### src/rtl/regwrite_decoder.sv
// Pipelined one-hot write-enable decoder for a multi-port register file, with zero-register masking,
// same-cycle conflict arbitration and flush. Optional feature macro: REGWRITE_DECODER_STATS_EN (conflict_count).
module regwrite_decoder #(
    parameter int ADDR_W    = 5,
    parameter int NUM_PORTS = 2,
    parameter int LATENCY   = 1,
    parameter int ZERO_REG  = 31,
    parameter int ZERO_EN   = 1,
    localparam int DEC_W    = 2 ** ADDR_W
) (
    input  logic                          clk,
    input  logic                          reset_n,
    input  logic [NUM_PORTS-1:0]          in_valid,
    input  logic [NUM_PORTS*ADDR_W-1:0]   in_addr,
    input  logic                          flush,
    output logic [NUM_PORTS-1:0]          out_valid,
    output logic [NUM_PORTS*DEC_W-1:0]    out_onehot,
    output logic [DEC_W-1:0]              out_any,
`ifdef REGWRITE_DECODER_STATS_EN
    output logic [15:0]                   conflict_count,
`endif
    output logic                          conflict
);

    if (NUM_PORTS < 1 || NUM_PORTS > 4 || LATENCY < 1 || LATENCY > 3) begin : g_bad_param
        $error("regwrite_decoder: NUM_PORTS must be 1..4 and LATENCY 1..3");
    end

    localparam logic [ADDR_W-1:0] ZERO_ADDR = ZERO_REG[ADDR_W-1:0];
    localparam logic [DEC_W-1:0]  ONE_BIT   = {{(DEC_W-1){1'b0}}, 1'b1};

    logic [NUM_PORTS-1:0]       live_d;
    logic [NUM_PORTS-1:0]       win_d;
    logic [NUM_PORTS*DEC_W-1:0] onehot_d;
    logic                       conflict_d;

    // Input decode: a live write loses if any higher-index live port targets the same register
    always_comb begin
        live_d     = '0;
        win_d      = '0;
        onehot_d   = '0;
        conflict_d = 1'b0;
        for (int p = 0; p < NUM_PORTS; p++) begin
            live_d[p] = in_valid[p] &&
                        !(ZERO_EN != 0 && in_addr[p*ADDR_W +: ADDR_W] == ZERO_ADDR);
        end
        for (int p = 0; p < NUM_PORTS; p++) begin
            win_d[p] = live_d[p];
            for (int q = p + 1; q < NUM_PORTS; q++) begin
                if (live_d[q] && in_addr[q*ADDR_W +: ADDR_W] == in_addr[p*ADDR_W +: ADDR_W])
                    win_d[p] = 1'b0;
            end
            if (live_d[p] && !win_d[p])
                conflict_d = 1'b1;
            if (win_d[p])
                onehot_d[p*DEC_W +: DEC_W] = ONE_BIT << in_addr[p*ADDR_W +: ADDR_W];
        end
    end

    logic [NUM_PORTS-1:0]       vld_q      [LATENCY];
    logic [NUM_PORTS*DEC_W-1:0] onehot_q   [LATENCY];
    logic                       conflict_q [LATENCY];

    // Stage 1..LATENCY shift register; flush empties every stage including the incoming request
    always_ff @(posedge clk or negedge reset_n) begin
        if (!reset_n) begin
            for (int k = 0; k < LATENCY; k++) begin
                vld_q[k]      <= '0;
                onehot_q[k]   <= '0;
                conflict_q[k] <= 1'b0;
            end
        end else if (flush) begin
            for (int k = 0; k < LATENCY; k++) begin
                vld_q[k]      <= '0;
                onehot_q[k]   <= '0;
                conflict_q[k] <= 1'b0;
            end
        end else begin
            vld_q[0]      <= in_valid;
            onehot_q[0]   <= onehot_d;
            conflict_q[0] <= conflict_d;
            for (int k = 1; k < LATENCY; k++) begin
                vld_q[k]      <= vld_q[k-1];
                onehot_q[k]   <= onehot_q[k-1];
                conflict_q[k] <= conflict_q[k-1];
            end
        end
    end

    assign out_valid  = vld_q[LATENCY-1];
    assign out_onehot = onehot_q[LATENCY-1];
    assign conflict   = conflict_q[LATENCY-1];

    always_comb begin
        out_any = '0;
        for (int p = 0; p < NUM_PORTS; p++)
            out_any = out_any | onehot_q[LATENCY-1][p*DEC_W +: DEC_W];
    end

`ifdef REGWRITE_DECODER_STATS_EN
    logic        last_conflict_d;
    logic [15:0] count_q;
    logic [15:0] count_d;

    // Count on the edge that loads the output stage so the count tracks the visible conflict
    if (LATENCY == 1) begin : g_last_l1
        assign last_conflict_d = conflict_d;
    end else begin : g_last_ln
        assign last_conflict_d = conflict_q[LATENCY-2];
    end

    always_comb begin
        count_d = count_q;
        if (last_conflict_d && !flush && count_q != 16'hFFFF)
            count_d = count_q + 16'd1;
    end

    always_ff @(posedge clk or negedge reset_n) begin
        if (!reset_n)
            count_q <= '0;
        else
            count_q <= count_d;
    end

    assign conflict_count = count_q;
`endif

endmodule

### config.mk
export PLATFORM = sky130hd
export DESIGN_NAME = regwrite_decoder
export DESIGN_NICKNAME = d
export VERILOG_FILES = /design/src/rtl/regwrite_decoder.sv
export SDC_FILE = /design/constraint.sdc
export NUM_CORES = 1
export LEC_CHECK = 0
export ABC_AREA = 1
export CELL_PAD_IN_SITES_DETAIL_PLACEMENT = 1
export CELL_PAD_IN_SITES_GLOBAL_PLACEMENT = 1
export CORE_ASPECT_RATIO = 0.8
export CORE_MARGIN = 2
export CORE_UTILIZATION = 30
export DETAILED_ROUTE_END_ITERATION = 8
export HOLD_SLACK_MARGIN = 0.12
export PLACE_DENSITY = 0.87
export SYNTH_ARGS = -nofsm -noshare
export SYNTH_HDL_FRONTEND = slang
export SYNTH_SLANG_ARGS = --single-unit
### constraint.sdc
create_clock -name clk -period 1.04 [get_ports clk]
set_input_delay 0.208 -clock clk [delete_from_list [all_inputs] [get_ports clk]]
set_output_delay 0.208 -clock clk [all_outputs]
set_load 0.02 [all_outputs]
Fig. 1: run 1, congestion heat map
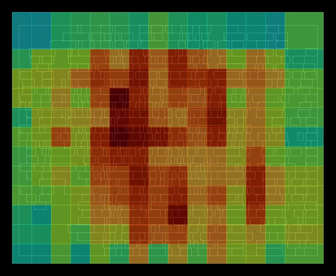
Util after Layout: 0.613
GRT Util Overall: 0.244
routing usage on met3: 0.0649

Fig. 2: run 1, met4 routing
(3 px per µm) Supply wires on this layer in gray.
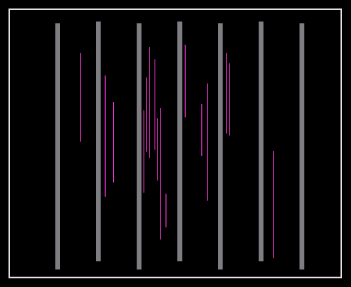
wire length on this layer: 454 µm
nets with wire on the layer: 15

Fig. 3: run 1, nets reached from selected ports
(2 px per µm)
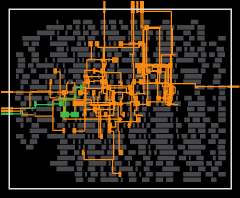
legend:
  flush:
    color: green
    bits: 1
    direction: input
    edge: left
    end_cells: 5
    buffers: 2
    wire: 55.9 µm
  in_addr:
    color: orange
    bits: 10
    direction: input
    edge: 6 top, 3 left, 1 right
    end_cells: 58
    buffers: 25
    wire: 1580 µm

==> results.sh, run 1 <==
# implementation run metrics
export IMPL_status="complete, but fails checks"
export IMPL_p_leak_nw=2.67
export IMPL_antenna_found_initial=0
export IMPL_required_ns=0.83
export IMPL_numCtsBuffers=9
export IMPL_cp_top_family="flip-flops"
export IMPL_n_all_inverters=14
export IMPL_fin_ws_ns=-0.331
export IMPL_place_area_um2=4300
export IMPL_worstPathMaxFanout=2
export IMPL_ys_sh_xor=0
export IMPL_crit_slowest_cell="dfrtp_1"
export IMPL_top_cell="nor2_1"
export IMPL_cp_depth=2
export IMPL_wl_met1_mm=5.24
export IMPL_crit_type="flip-flop to primary output"
export IMPL_top_logic_kind="simple AND/OR/NAND/NOR gates"
export IMPL_die_w_um=110
export IMPL_seq_share=0.317
export IMPL_whs_endpoint="out_valid[0]"
export IMPL_edf_count=0
export IMPL_p_comb_uw=834
export IMPL_viasPerCell=5.02
export IMPL_maxPowerGroup="the clock network"
export IMPL_ys_sh_aoi=0.00555
export IMPL_synth_seq_share=0.620
export IMPL_failed_checks="negative setup slack"
export IMPL_largest_class="non-clock buffers"
export IMPL_path_cells="or2_4 > buf_6"
export IMPL_grt_pass1_wl_mm=17.3
export IMPL_power_density_nw_per_um2=1200
export IMPL_overflow=0
export IMPL_synthTopCellsByCount="nor2_1, dfrtp_1, nand2_1, or2_2, nand4_1"
export IMPL_finalSetupViolations=100
export IMPL_cts_max_level=3
export IMPL_worst_path_buf_inv=1
==> run 1 -> run 2 <==
Settings changed: MAX_ROUTING_LAYER set to met4.
==> results.sh, run 2 <==
# implementation run metrics
export IMPL_status="complete, but fails checks"
export IMPL_failed_checks="negative setup slack"
export IMPL_required_ns=0.83
export IMPL_cp_top_family="flip-flops"
export IMPL_grt_usage=0.253
export IMPL_numCtsBuffers=9
export IMPL_final_cell_mix="buf_6, dfrtp_1, buf_4, nor2_1, nand2_1"
export IMPL_top_cell="nor2_1"
export IMPL_cts_hold_buf=1
export IMPL_antenna_found_initial=0
export IMPL_p_comb_uw=901
export IMPL_ys_sh_xor=0
export IMPL_p_total_mw=6.76
export IMPL_whs_endpoint="out_valid[0]"
export IMPL_place_area_um2=4300
export IMPL_cts_num_sinks=67
export IMPL_largest_class="non-clock buffers"
export IMPL_routed_top_layer="met4"
export IMPL_viasPerCell=5.21
export IMPL_hold_depth=2
export IMPL_crit_type="flip-flop to primary output"
export IMPL_chipHeight_um=89.0
export IMPL_drv_slew=0
export IMPL_power_density_nw_per_um2=1260
export IMPL_p_leak_nw=2.67
export IMPL_use_met3=0.0685
export IMPL_cap_violations=0
export IMPL_crit_slowest_cell="dfrtp_1"
export IMPL_timing_final_crit_share=1.32
export IMPL_top_logic_kind="simple AND/OR/NAND/NOR gates"
export IMPL_worst_path_buf_inv=1
export IMPL_grt_pass1_wl_mm=17.4
export IMPL_logic_area_um2=1170
export IMPL_firstDrtPassIters=5
export IMPL_seq_share=0.312
export IMPL_fin_ws_ns=-0.328
export IMPL_clkCellAreaFrac=0.0566
export IMPL_synth_seq_share=0.620
export IMPL_cp_depth=2
export IMPL_wl_met1_mm=5.65
export IMPL_maxPowerGroup="the clock network"
export IMPL_edf_count=0
export IMPL_path_cells="or2_4 > buf_6"
export IMPL_swShare=0.271
export IMPL_worstPathMaxFanout=2
export IMPL_synth_distinct_cells=22
export IMPL_finalSetupViolations=130
export IMPL_cts_max_level=3
export IMPL_synth_warning_count=0
export IMPL_die_w_um=110
export IMPL_ys_sh_aoi=0.00555
export IMPL_comb_power_share=0.133
export IMPL_synthTopCellsByCount="nor2_1, dfrtp_1, nand2_1, or2_2, nand4_1"
export IMPL_overflow=0
Fig. 4: run 2, met4 routing
(3 px per µm) Supply wires on this layer in gray.
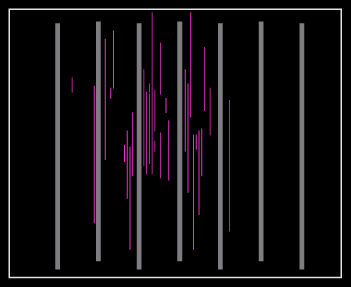
main direction: vertical
nets with wire on the layer: 24
total vias in the final route: 3141
Detailed Route WL: 14.4 mm

Fig. 5: run 2, nets reached from selected ports
(2 px per µm)
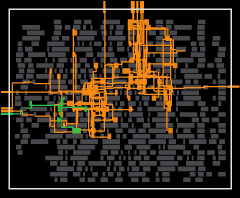
legend:
  flush:
    color: green
    bits: 1
    direction: input
    edge: left
    end_cells: 5
    buffers: 2
    wire: 70.9 µm
  in_addr:
    color: orange
    bits: 10
    direction: input
    edge: 6 top, 3 left, 1 right
    end_cells: 58
    buffers: 25
    wire: 1630 µm

Fig. 6: run 2, placement density heat map
(3 px per µm) The die is cut into 11 by 9 equal tiles; dark blue is low, red is high, 0 to 100% covered.
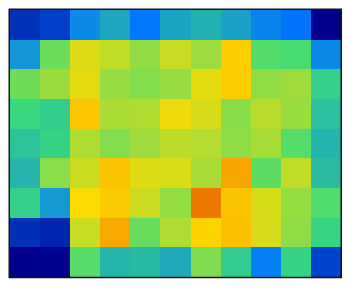
emptiest ninth of the die: bottom left
mean over tiles: 53%
fullest tile: 86%
tiles over 75% full: 11%
densest ninth of the die: middle
nearly empty tiles: 3.0%
floorplan core density: 0.313
core footprint: 8630 µm²
Util after Layout: 0.623

